File: src/rtl/pwm_reg_arbiter.sv
// PWM / output-enable register bank with a two-requester round-robin write arbiter.
// Requester 0 is the SPI write path. Requester 1 is an on-chip sequencer with
// write protection. The arbiter grants at most one write per cycle. The write
// commits on the grant edge, and the requester is acked in the following cycle.
module pwm_reg_arbiter #(
    parameter logic [6:0] MAX_ADDRESS = 7'h04,
    parameter logic [4:0] WP_MASK     = 5'b01111
) (
    input  logic       clk,
    input  logic       rst_n,
    input  logic       req0_valid,
    input  logic [6:0] req0_addr,
    input  logic [7:0] req0_data,
    output logic       req0_ack,
    input  logic       req1_valid,
    input  logic [6:0] req1_addr,
    input  logic [7:0] req1_data,
    output logic       req1_ack,
    input  logic       err_clr,
    output logic [7:0] en_reg_out_7_0,
    output logic [7:0] en_reg_out_15_8,
    output logic [7:0] en_reg_pwm_7_0,
    output logic [7:0] en_reg_pwm_15_8,
    output logic [7:0] pwm_duty_cycle,
    output logic       err,
    output logic       err_src,
    output logic [6:0] err_addr,
    output logic [7:0] wr_cnt0,
    output logic [7:0] wr_cnt1
);

    localparam logic [6:0] NumRegs = 7'd5;

    logic [7:0]   regs_q [5];
    logic         ack0_q, ack1_q;
    logic         last_grant_q;
    logic         err_q, err_src_q;
    logic [6:0]   err_addr_q;
    logic [7:0]   cnt0_q, cnt1_q;

    logic         elig0, elig1;
    logic         grant_vld, grant_idx;
    logic [6:0]   sel_addr;
    logic [7:0]   sel_data;
    logic         illegal;
    logic [127:0] wp_full;

    assign wp_full = 128'(WP_MASK);

    // Arbitration and address decode for the current cycle.
    always_comb begin
        // A requester being acked is still holding the write we just took.
        elig0     = req0_valid & ~ack0_q;
        elig1     = req1_valid & ~ack1_q;
        grant_vld = elig0 | elig1;
        grant_idx = (elig0 & elig1) ? ~last_grant_q : elig1;
        sel_addr  = grant_idx ? req1_addr : req0_addr;
        sel_data  = grant_idx ? req1_data : req0_data;
        illegal   = (sel_addr > MAX_ADDRESS) || (grant_idx && wp_full[sel_addr]);
    end

    // Commit the granted write, pulse the ack, and update the counters and the error state.
    always_ff @(posedge clk or negedge rst_n) begin
        if (!rst_n) begin
            for (int i = 0; i < 5; i++) regs_q[i] <= 8'h00;
            ack0_q       <= 1'b0;
            ack1_q       <= 1'b0;
            last_grant_q <= 1'b1;
            err_q        <= 1'b0;
            err_src_q    <= 1'b0;
            err_addr_q   <= 7'h00;
            cnt0_q       <= 8'h00;
            cnt1_q       <= 8'h00;
        end else begin
            ack0_q <= grant_vld & ~grant_idx;
            ack1_q <= grant_vld & grant_idx;
            if (err_clr) begin
                err_q      <= 1'b0;
                err_src_q  <= 1'b0;
                err_addr_q <= 7'h00;
            end
            if (grant_vld) begin
                last_grant_q <= grant_idx;
                if (illegal) begin
                    // A new illegal write overrides a simultaneous clear.
                    err_q      <= 1'b1;
                    err_src_q  <= grant_idx;
                    err_addr_q <= sel_addr;
                end else begin
                    if (sel_addr < NumRegs) regs_q[sel_addr[2:0]] <= sel_data;
                    if (!grant_idx && cnt0_q != 8'hFF) cnt0_q <= cnt0_q + 8'h01;
                    if (grant_idx && cnt1_q != 8'hFF) cnt1_q <= cnt1_q + 8'h01;
                end
            end
        end
    end

    assign req0_ack        = ack0_q;
    assign req1_ack        = ack1_q;
    assign en_reg_out_7_0  = regs_q[0];
    assign en_reg_out_15_8 = regs_q[1];
    assign en_reg_pwm_7_0  = regs_q[2];
    assign en_reg_pwm_15_8 = regs_q[3];
    assign pwm_duty_cycle  = regs_q[4];
    assign err             = err_q;
    assign err_src         = err_src_q;
    assign err_addr        = err_addr_q;
    assign wr_cnt0         = cnt0_q;
    assign wr_cnt1         = cnt1_q;

endmodule
File: config.mk
export PLATFORM = sky130hd
export DESIGN_NAME = pwm_reg_arbiter
export DESIGN_NICKNAME = d
export VERILOG_FILES = /design/src/rtl/pwm_reg_arbiter.sv
export SDC_FILE = /design/constraint.sdc
export NUM_CORES = 1
export LEC_CHECK = 0
export CORE_ASPECT_RATIO = 0.7
export CORE_MARGIN = 5
export CORE_UTILIZATION = 35
export CTS_BUF_LIST = sky130_fd_sc_hd__clkbuf_4
export DETAILED_ROUTE_END_ITERATION = 6
export MAX_ROUTING_LAYER = met4
export PLACE_DENSITY = 0.64
export SLEW_MARGIN = 20
export SYNTH_ARGS = -nofsm -noshare
export SYNTH_HDL_FRONTEND = slang
export SYNTH_SLANG_ARGS = --single-unit
File: constraint.sdc
create_clock -name clk -period 2.3 [get_ports clk]
set_input_delay 0.46 -clock clk [delete_from_list [all_inputs] [get_ports clk]]
set_output_delay 0.46 -clock clk [all_outputs]
set_load 0.02 [all_outputs]
==> qor.log, run 1 <==
INFO  drt            met2RoutedLength=3310um
INFO  drt            first_drt_iteration_drcs=96
INFO  drt            route.final.wire_length=7840um
INFO  drt            ant_nets=0
INFO  job            max_cap_viol_count=0
INFO  synthesis      post-synth-top-area-fraction=56.0%
INFO  clock_tree     postCtsHoldBufs=0
INFO  final_layout   post_layout_nonfiller_instances=478
INFO  pwr            total_leakage_power=2.15nW
INFO  placed_design  buffer_ports.inserted=101
INFO  pwr            power.share.sequential=46.4%
INFO  drt            routed_wire_length_per_instance=16.4um
INFO  placed_design  dpl-instance-area=0.00441mm^2
INFO  pwr            largestPowerGroup=registers
INFO  synthesis      area_leaders=sky130_fd_sc_hd__dfrtp_1 56%, sky130_fd_sc_hd__mux2_2 13%, sky130_fd_sc_hd__mux2_4 4.0%
INFO  drt            met3_length=508um
INFO  final_layout   logic_gates=154
INFO  run_status     status=finished with violations
INFO  critical_path  reg_to_reg_start=last_grant_q
INFO  critical_path  critPathCapture=en_reg_out_7_0[6]
INFO  grt            use_met1=22.8%
INFO  final_timing   tightest_slew=418ps
INFO  final_layout   flop-count=68
INFO  final_layout   largest_cell_class=flip-flops and latches
INFO  synthesis      post_synth_xor_area_fraction=4.10%
INFO  final_layout   nClkBuffers=9
INFO  drt            detailedRoute.firstPassIterationCount=4
INFO  synthesis      synthAoiAreaFrac=2.97%
INFO  synthesis      edf_count=0
INFO  synthesis      yosysCellCount=232
INFO  clock_tree     cts_inserted_buffers=9
INFO  critical_path  timing.critical_path.slowest_stage_cell=sky130_fd_sc_hd__or4_4
INFO  drt            vias_per_cell=4.72
INFO  critical_path  worst-setup-path-type=in2reg
INFO  critical_path  critical-path-max-stage-delay=520ps
INFO  final_layout   drive_above_1_share=27.3%
INFO  critical_path  critical_path.startpoint_type=input pin
INFO  pwr            power_per_cell_area=659mW/mm^2
INFO  final_layout   antenna_cells=0
INFO  final_timing   fmax=432MHz
INFO  final_layout   bufs_w_o_clock=132
INFO  die            die-area=0.0105mm^2
INFO  synthesis      yosys-mux-area-fraction=19.2%
INFO  clock_tree     tritoncts_num_sinks=68
INFO  clock_tree     tritoncts=yes
INFO  synthesis      synth_top_cell_by_count=sky130_fd_sc_hd__dfrtp_1
INFO  final_layout   number_of_nets_in_the_layout=405
INFO  clock_tree     clock_path_buffers=2
INFO  pwr            power_sequential=1.41mW
INFO  synthesis      netlist_instances=232
INFO  pwr            post-layout-total-power=3.03mW
INFO  final_timing   maxSlewHeadroom=71.9%
INFO  clock_tree     worst_setup_hold_path_clk_slew=120ps
INFO  final_timing   timing.final.setup_violations=8
INFO  final_layout   combGateArea=0.00133mm^2
INFO  synthesis      synthDistinctLibCells=38
INFO  grt            grt_max_degree=69
INFO  pwr            power_switching=932uW
INFO  synthesis      common_cells=67 x sky130_fd_sc_hd__dfrtp_1, 34 x sky130_fd_sc_hd__mux2_2, 30 x sky130_fd_sc_hd__nand2_1
INFO  run_status     failed_checks=setup timing
INFO  synthesis      synth.cell_area=0.00299mm^2
INFO  placed_design  routability_congestion_estimate_from_global_placement=0.790
INFO  critical_path  endpoint_kind=flip-flop
INFO  placed_design  preCtsSetupSlack=-611ps
INFO  clock_tree     post_cts_sizing=9
INFO  pwr            internal_power=2.10mW
INFO  final_timing   setup_total_negative_slack=-56.2ps
INFO  critical_path  setup.reg_to_reg.worst_slack=-10ps
INFO  drt            m1WireLength=4000um
INFO  pwr            comb_power_share=28.4%
INFO  synthesis      post_synth.cell_area_avg=12.9um^2
INFO  final_timing   final_period_minus_worst_setup_slack=2310ps
INFO  synthesis      ys_async_sr_fraction=100%
INFO  die            design.portCount=102
INFO  final_layout   seqCellArea=0.00170mm^2
INFO  synthesis      synth-adder-area-share=0.836%
INFO  die            tap_cells=105
INFO  final_timing   layout_setup_ws=-12.7ps
INFO  synthesis      ys.warnings.count=0
INFO  grt            grtUsageMet3=5.65%
INFO  critical_path  worstPathMaxFanout=8
INFO  drt            detail_route.drc_violations=0
INFO  final_timing   final_worst_hold_slack=27.5ps
INFO  synthesis      simple_gate_share_of_the_synthesized_area=14.4%
INFO  critical_path  r2r_end=en_reg_out_7_0[6]
INFO  final_layout   fill_cell_total_of_the_finished_layout=734
INFO  pwr            switching_share=30.7%
INFO  grt            grt_remaining_overflow=0
INFO  final_layout   layout-area-overhead-vs-synth=54.0%
INFO  clock_tree     cts-htree-levels=3
INFO  grt            first_global_vias=2315
INFO  synthesis      synth_net_count=269
INFO  synthesis      synth_top_flop_cell=sky130_fd_sc_hd__dfrtp_1
INFO  final_timing   hold_viol_final=0
INFO  drt            top_layer=met4
INFO  grt            grt.busiest_layer=met1
INFO  critical_path  crit_path_start=req0_valid
INFO  critical_path  critical_path_arrival=2610ps
INFO  final_layout   clkCellAreaFrac=2.93%
INFO  synthesis      largest_non_sequential_cell_family_by_area=multiplexers
INFO  drt            overall_via_count_from_detail_route=2258
INFO  grt            grt_antenna_before_repair=0
INFO  synthesis      post-synth-top-area-cell=sky130_fd_sc_hd__dfrtp_1
INFO  placed_design  place_inst=461
INFO  critical_path  crit_path_cell_trace=clkdlybuf4s50_1, and3b_2, or2b_1, inv_4, or4_4, or3_4, mux2_4
INFO  final_timing   rsz0062_at_grt=yes
INFO  worst_hold_path holdCritPathClass=in2async
INFO  placed_design  post-dp-hpwl=5570um
INFO  final_timing   timing.final.crit_share=101%
INFO  final_timing   slew_viol_final=0
INFO  die            core_util_floorplan=35.6%
INFO  synthesis      synth.yosys.chip_area=0.00299mm^2
INFO  grt            grt_pass1_wl=12500um
INFO  pwr            powerComb=861uW
INFO  final_layout   inverters=3
INFO  critical_path  worst-endpoint-required=2600ps
INFO  clock_tree     cts_root_buffer=sky130_fd_sc_hd__clkbuf_4
INFO  clock_tree     cts_setup_buffers=2
INFO  final_layout   sh_comb_area=28.8%
INFO  final_layout   area_share_nonclk_buffers=28.1%
INFO  grt            globalRouteMet2Util=21.7%
INFO  synthesis      numSynthFlops=68
INFO  critical_path  reg2regPathDepth=6
INFO  synthesis      postSynthSeqShare=56.9%
INFO  job            log.warning_count=29
INFO  grt            groute.usage.overall=15.9%
==> run 1: layout by cell type, fill, tap and decap left out, types with 2 or more instances in the layout <==
cell type | synthesis | final
sky130_fd_sc_hd__or4_4 | 1 | 2
sky130_fd_sc_hd__mux2_2 | 34 | 20
sky130_fd_sc_hd__and3_1 | 5 | 5
sky130_fd_sc_hd__buf_12 | 0 | 5
sky130_fd_sc_hd__clkinvlp_4 | 0 | 2
sky130_fd_sc_hd__xnor2_1 | 10 | 10
sky130_fd_sc_hd__nor3b_4 | 2 | 2
sky130_fd_sc_hd__nor2_1 | 4 | 4
sky130_fd_sc_hd__nand3b_1 | 9 | 9
sky130_fd_sc_hd__dlygate4sd2_1 | 0 | 4
sky130_fd_sc_hd__nand2b_1 | 2 | 2
sky130_fd_sc_hd__clkdlybuf4s50_1 | 0 | 96
sky130_fd_sc_hd__nand2_1 | 30 | 30
sky130_fd_sc_hd__inv_1 | 2 | 2
sky130_fd_sc_hd__clkinv_2 | 0 | 2
sky130_fd_sc_hd__nand3_1 | 2 | 2
sky130_fd_sc_hd__nand4_1 | 5 | 5
sky130_fd_sc_hd__dfrtp_1 | 67 | 66
sky130_fd_sc_hd__ha_1 | 2 | 2
sky130_fd_sc_hd__mux2i_1 | 7 | 7
sky130_fd_sc_hd__mux2_4 | 8 | 22
sky130_fd_sc_hd__o21ai_0 | 11 | 11
sky130_fd_sc_hd__clkbuf_4 | 0 | 9
sky130_fd_sc_hd__buf_4 | 1 | 26
sky130_fd_sc_hd__xor2_1 | 4 | 4
sky130_fd_sc_hd__nor2b_1 | 3 | 2
==> run 1: worst max-delay path, delay by kind of cell <==
| family | cells | cell delay, ps |
|---|---|---|
| buffers and inverters | 2 | 510 |
| AND/OR/NAND/NOR | 4 | 1320 |
| multiplexers | 1 | 320 |
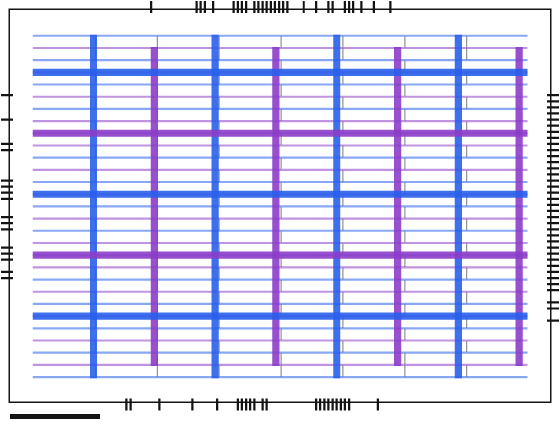
**Above:** run 1 (floorplan with the power grid).
The bar under the picture is 20 um long. Pins as bars on the die edge. Tap cells in gray.
legend:
  VDD:
    color: purple
  VSS:
    color: blue
signal pins: 102
met5 straps: 5
rows: 28
core box area: 0.00841 mm^2
Vert. Die Dim: 87.4 um
peak supply drop: 0.000233 V
horizontal die dimension: 121 um

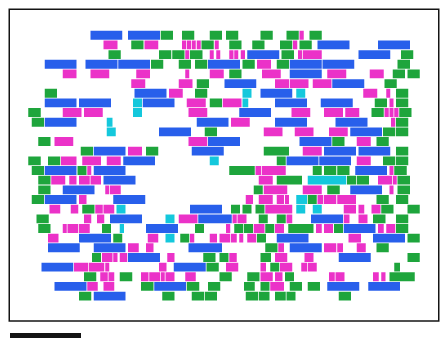
**Above:** run 1 (placed cells, one color a class).
The bar under the picture is 20 um long.
legend:
  sequential cells:
    color: blue
    cells: 68
  remaining buffers and delay cells:
    color: green
    cells: 132
  combinational and other logic:
    color: magenta
    cells: 157
  clock drivers and dummy loads:
    color: cyan
    cells: 16
Post-Route Utilization: 54.8%
number of rows created at floorplan: 28
flop share of the area: 37.0%
final std cell area, no fill: 0.00461 mm^2

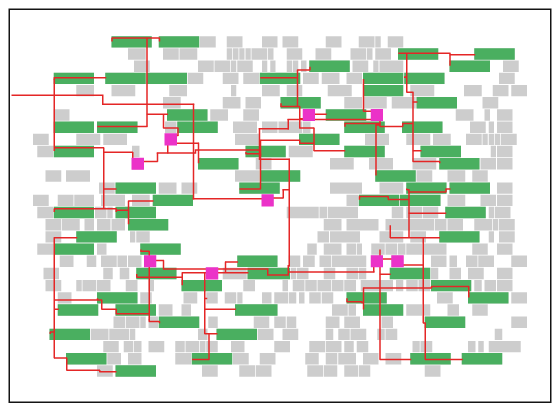
**Above:** run 1 (clock wires, drivers and flops).
legend:
  clock drivers:
    color: magenta
    count: 9
  flip-flops:
    color: green
    count: 68
  clock wires:
    color: red
    length: 918 um
flops lie: all over the die
insertion delay at the late pin of the worst-skew pair: 410 ps
Clock Skew: 13.8 ps
Power Clock: 765 uW
relative contribution of the clock network to total power: 25.2%

**Run 1: routing congestion map**

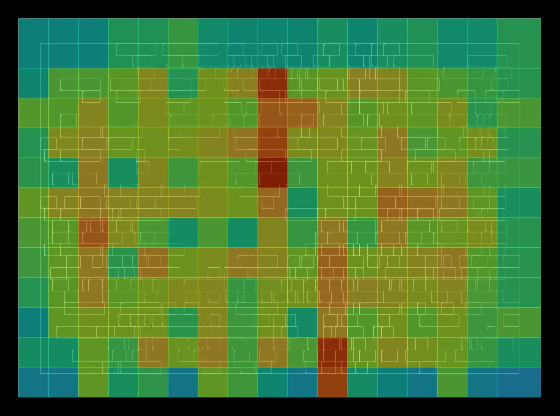

--- run 2 (diff from run 1) ---
--- a/config.mk
+++ b/config.mk
@@ -5,13 +5,14 @@
 export SDC_FILE = /design/constraint.sdc
 export NUM_CORES = 1
 export LEC_CHECK = 0
+export CELL_PAD_IN_SITES_DETAIL_PLACEMENT = 1
+export CELL_PAD_IN_SITES_GLOBAL_PLACEMENT = 2
 export CORE_ASPECT_RATIO = 0.7
-export CORE_MARGIN = 5
-export CORE_UTILIZATION = 35
+export CORE_MARGIN = 10
+export CORE_UTILIZATION = 27
 export CTS_BUF_LIST = sky130_fd_sc_hd__clkbuf_4
 export DETAILED_ROUTE_END_ITERATION = 6
-export MAX_ROUTING_LAYER = met4
-export PLACE_DENSITY = 0.64
+export PLACE_DENSITY = 0.75
 export SLEW_MARGIN = 20
 export SYNTH_ARGS = -nofsm -noshare
 export SYNTH_HDL_FRONTEND = slang
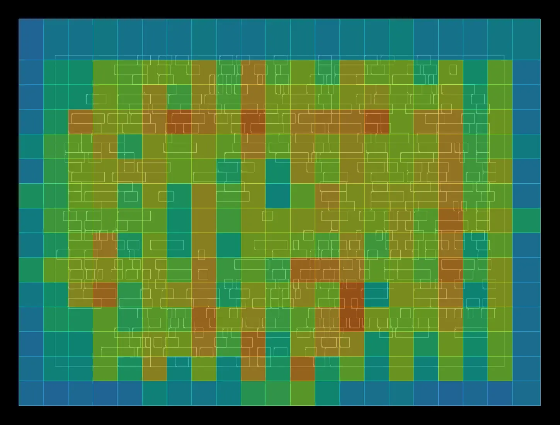
**Above:** run 2 (routing congestion map).
mean routed wirelength per cell: 17.9 um
met2 capacity usage during global routing: 18.7%
Tot GR Track Use: 11.8%

==> qor.log, run 2 <==
INFO  final_layout   combGateArea=0.00131mm^2 [was 0.00133 mm^2]
INFO  synthesis      area_leaders=sky130_fd_sc_hd__dfrtp_1 56%, sky130_fd_sc_hd__mux2_2 13%, sky130_fd_sc_hd__mux2_4 4.0% [unchanged]
INFO  placed_design  preCtsSetupSlack=-622ps [was -611 ps]
INFO  pwr            largestPowerGroup=registers [unchanged]
INFO  synthesis      post-synth-top-area-fraction=56.0% [unchanged]
INFO  synthesis      post_synth.cell_area_avg=12.9um^2 [unchanged]
INFO  critical_path  r2r_end=en_reg_out_7_0[4] [was en_reg_out_7_0[6]]
INFO  final_layout   fill_cell_total_of_the_finished_layout=1160 [was 734]
INFO  pwr            power_frac_clock=22.8% [was 25.2%]
INFO  die            core_util_floorplan=27.4% [was 35.6%]
INFO  critical_path  worstPathMaxFanout=8 [unchanged]
INFO  grt            first_global_vias=2547 [was 2315]
INFO  placed_design  post-dp-hpwl=7120um [was 5570 um]
INFO  clock_tree     clk_latency=420ps [was 410 ps]
INFO  pwr            power_per_cell_area=640mW/mm^2 [was 659 mW/mm^2]
INFO  placed_design  place_inst=509 [was 461]
INFO  pwr            total_leakage_power=2.14nW [was 2.15 nW]
INFO  placed_design  routability_congestion_estimate_from_global_placement=0.717 [was 0.790]
INFO  clock_tree     cts-htree-levels=3 [unchanged]
INFO  final_timing   setup_total_negative_slack=-168ps [was -56.2 ps]
INFO  critical_path  critical_path.startpoint_type=flip-flop [was input pin]
INFO  final_layout   finalInstanceArea=0.00462mm^2 [was 0.00461 mm^2]
INFO  clock_tree     worst_setup_hold_path_clk_slew=120ps [about the same]
INFO  placed_design  buffer_ports.inserted=101 [unchanged]
INFO  drt            detail_route.drc_violations=0 [unchanged]
INFO  final_timing   tightest_slew=592ps [was 418 ps]
INFO  synthesis      synthDistinctLibCells=38 [unchanged]
INFO  die            design.portCount=102 [unchanged]
INFO  final_layout   finish.utilization=42.3% [was 54.8%]
INFO  synthesis      synth.cell_area=0.00299mm^2 [unchanged]
INFO  pwr            comb_power_share=29.5% [was 28.4%]
INFO  grt            grt_antenna_before_repair=0 [unchanged]
INFO  pwr            powerComb=873uW [was 861 uW]
INFO  critical_path  worst-setup-path-type=reg2reg [was in2reg]
INFO  final_layout   layout-area-overhead-vs-synth=54.5% [was 54.0%]
INFO  critical_path  reg2regPathDepth=6 [unchanged]
INFO  final_layout   seqCellArea=0.00170mm^2 [unchanged]
INFO  synthesis      common_cells=67 x sky130_fd_sc_hd__dfrtp_1, 34 x sky130_fd_sc_hd__mux2_2, 30 x sky130_fd_sc_hd__nand2_1 [unchanged]
INFO  grt            grt_pass1_wl=14500um [was 12500 um]
INFO  run_status     status=finished with violations [unchanged]
INFO  drt            ant_nets=0 [unchanged]
INFO  run_status     failed_checks=setup timing [unchanged]
INFO  critical_path  critical_path_arrival=2650ps [was 2610 ps]
INFO  clock_tree     tritoncts=yes [unchanged]
INFO  pwr            post-layout-total-power=2.96mW [was 3.03 mW]
INFO  final_timing   fmax=430MHz [was 432 MHz]
INFO  final_timing   clock_skew=13.8ps [about the same]
INFO  critical_path  endpoint_kind=flip-flop [unchanged]
INFO  pwr            max-vdd-ir-drop=0.000281V [was 0.000233 V]
INFO  clock_tree     postCtsHoldBufs=0 [unchanged]
INFO  final_timing   rsz0062_at_grt=yes [unchanged]
INFO  final_timing   layout_setup_ws=-26.9ps [was -12.7 ps]
INFO  synthesis      post-synth-top-area-cell=sky130_fd_sc_hd__dfrtp_1 [unchanged]
INFO  synthesis      netlist_instances=232 [unchanged]
INFO  synthesis      numSynthFlops=68 [unchanged]
INFO  synthesis      postSynthSeqShare=56.9% [unchanged]
INFO  pwr            power_switching=958uW [was 932 uW]
INFO  synthesis      synth_top_flop_cell=sky130_fd_sc_hd__dfrtp_1 [unchanged]
INFO  die            floorplan.core_area=0.0109mm^2 [was 0.00841 mm^2]
INFO  synthesis      synth_top_cell_by_count=sky130_fd_sc_hd__dfrtp_1 [unchanged]
INFO  die            number_of_rows_created_at_floorplan=32 [was 28]
INFO  final_layout   drive_above_1_share=26.8% [was 27.3%]
INFO  final_timing   timing.final.crit_share=101% [about the same]
INFO  worst_hold_path holdCritPathClass=in2async [unchanged]
INFO  clock_tree     cts_root_buffer=sky130_fd_sc_hd__clkbuf_4 [unchanged]
INFO  placed_design  dpl-instance-area=0.00447mm^2 [was 0.00441 mm^2]
INFO  die            die_width=146um [was 121 um]
INFO  final_timing   final_period_minus_worst_setup_slack=2330ps [was 2310 ps]
INFO  clock_tree     clock_path_buffers=2 [unchanged]
INFO  critical_path  reg_to_reg_start=last_grant_q [unchanged]
INFO  synthesis      synth_net_count=269 [unchanged]
INFO  final_layout   mostFrequentLayoutCell=sky130_fd_sc_hd__clkdlybuf4s50_1 [unchanged]
INFO  grt            grt_max_degree=39 [was 69]
INFO  final_timing   hold_viol_final=0 [unchanged]
INFO  synthesis      yosysCellCount=232 [unchanged]
INFO  synthesis      edf_count=0 [unchanged]
INFO  clock_tree     tritoncts_num_sinks=68 [unchanged]
INFO  grt            grt_remaining_overflow=0 [unchanged]
INFO  die            die-height=108um [was 87.4 um]
INFO  final_timing   timing.final.setup_violations=8 [unchanged]
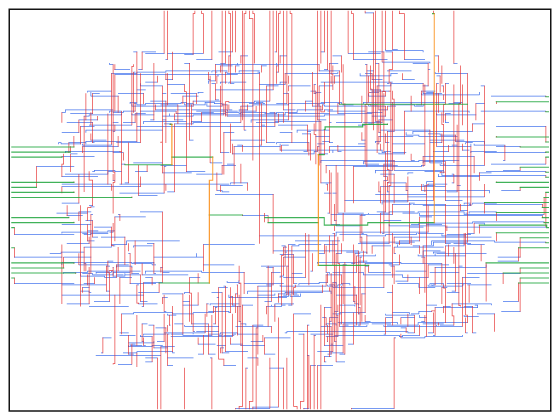
**Above:** run 2 (routed metal, one color a layer).
legend:
  metal 2:
    color: red
    wire_length: 4350 um
  metal 1:
    color: blue
    wire_length: 4370 um
  metal 3:
    color: green
    wire_length: 589 um
  metal 4:
    color: orange
    wire_length: 132 um
routed wire length: 9440 um
overall via count from detail_route: 2336

-- run 2: final cells by class --
type / instances / area share (%)
flip-flops and latches: 68 / 36.9
multi-input cells: 154 / 28.3
repair buffers: 132 / 28.0
well taps: 153 / 4.14
clock buffers: 10 / 1.62
clock inverters: 6 / 0.677
inverters: 3 / 0.298
diodes: 1 / 0.0541
-- run 2: cells by family after synthesis --
group | synth area share (%)
adders and majority gates | 0.836
buffers and inverters | 1.63
and+or+nand+nor | 14.4
xor gates and xnor gates | 4.10
DFF | 56.9
muxes | 19.2
AOI/OAI and AO/OA | 2.97
-- run 2: routing by layer --
metal | vias to the layer above | wire length (um) | track usage, %
li1 | 1095 | - | -
met1 | 1171 | 4370 | 14.4
met2 | 59 | 4350 | 18.7
met3 | 11 | 588 | 4.51
met4 | 0 | 132 | 4.32
met5 | - | 0 | 0
-- run 2: how the worst max path moves through the flow --
stage | start | end | depth (start not counted)
4_1_cts | last_grant_q | en_reg_out_7_0[4] | 7
6_report | last_grant_q | en_reg_out_7_0[4] | 6
3_5_place_dp | req0_addr[5] | en_reg_out_7_0[3] | 6
2_1_floorplan | last_grant_q | en_reg_out_7_0[0] | 8
5_1_grt | last_grant_q | en_reg_out_7_0[5] | 6
3_3_place_gp | req0_addr[5] | en_reg_out_7_0[5] | 6
-- run 2: worst max-delay path, cell delays in order (launching register included) --
cell and delay, ps:
sky130_fd_sc_hd__dfstp_2 550, sky130_fd_sc_hd__and3b_2 180, sky130_fd_sc_hd__or2b_1 150, sky130_fd_sc_hd__inv_4 40
sky130_fd_sc_hd__or4_4 520, sky130_fd_sc_hd__or3_4 450, sky130_fd_sc_hd__mux2_4 320
-- run 2: what timing repair did --
action	CTS	global route
pin swaps	4	2
gates cloned	0	0
setup endpoints to repair	22	11
buffers inserted	1	1
gates resized	7	10
No activity file was given, so power comes from the tool's default toggle rates.
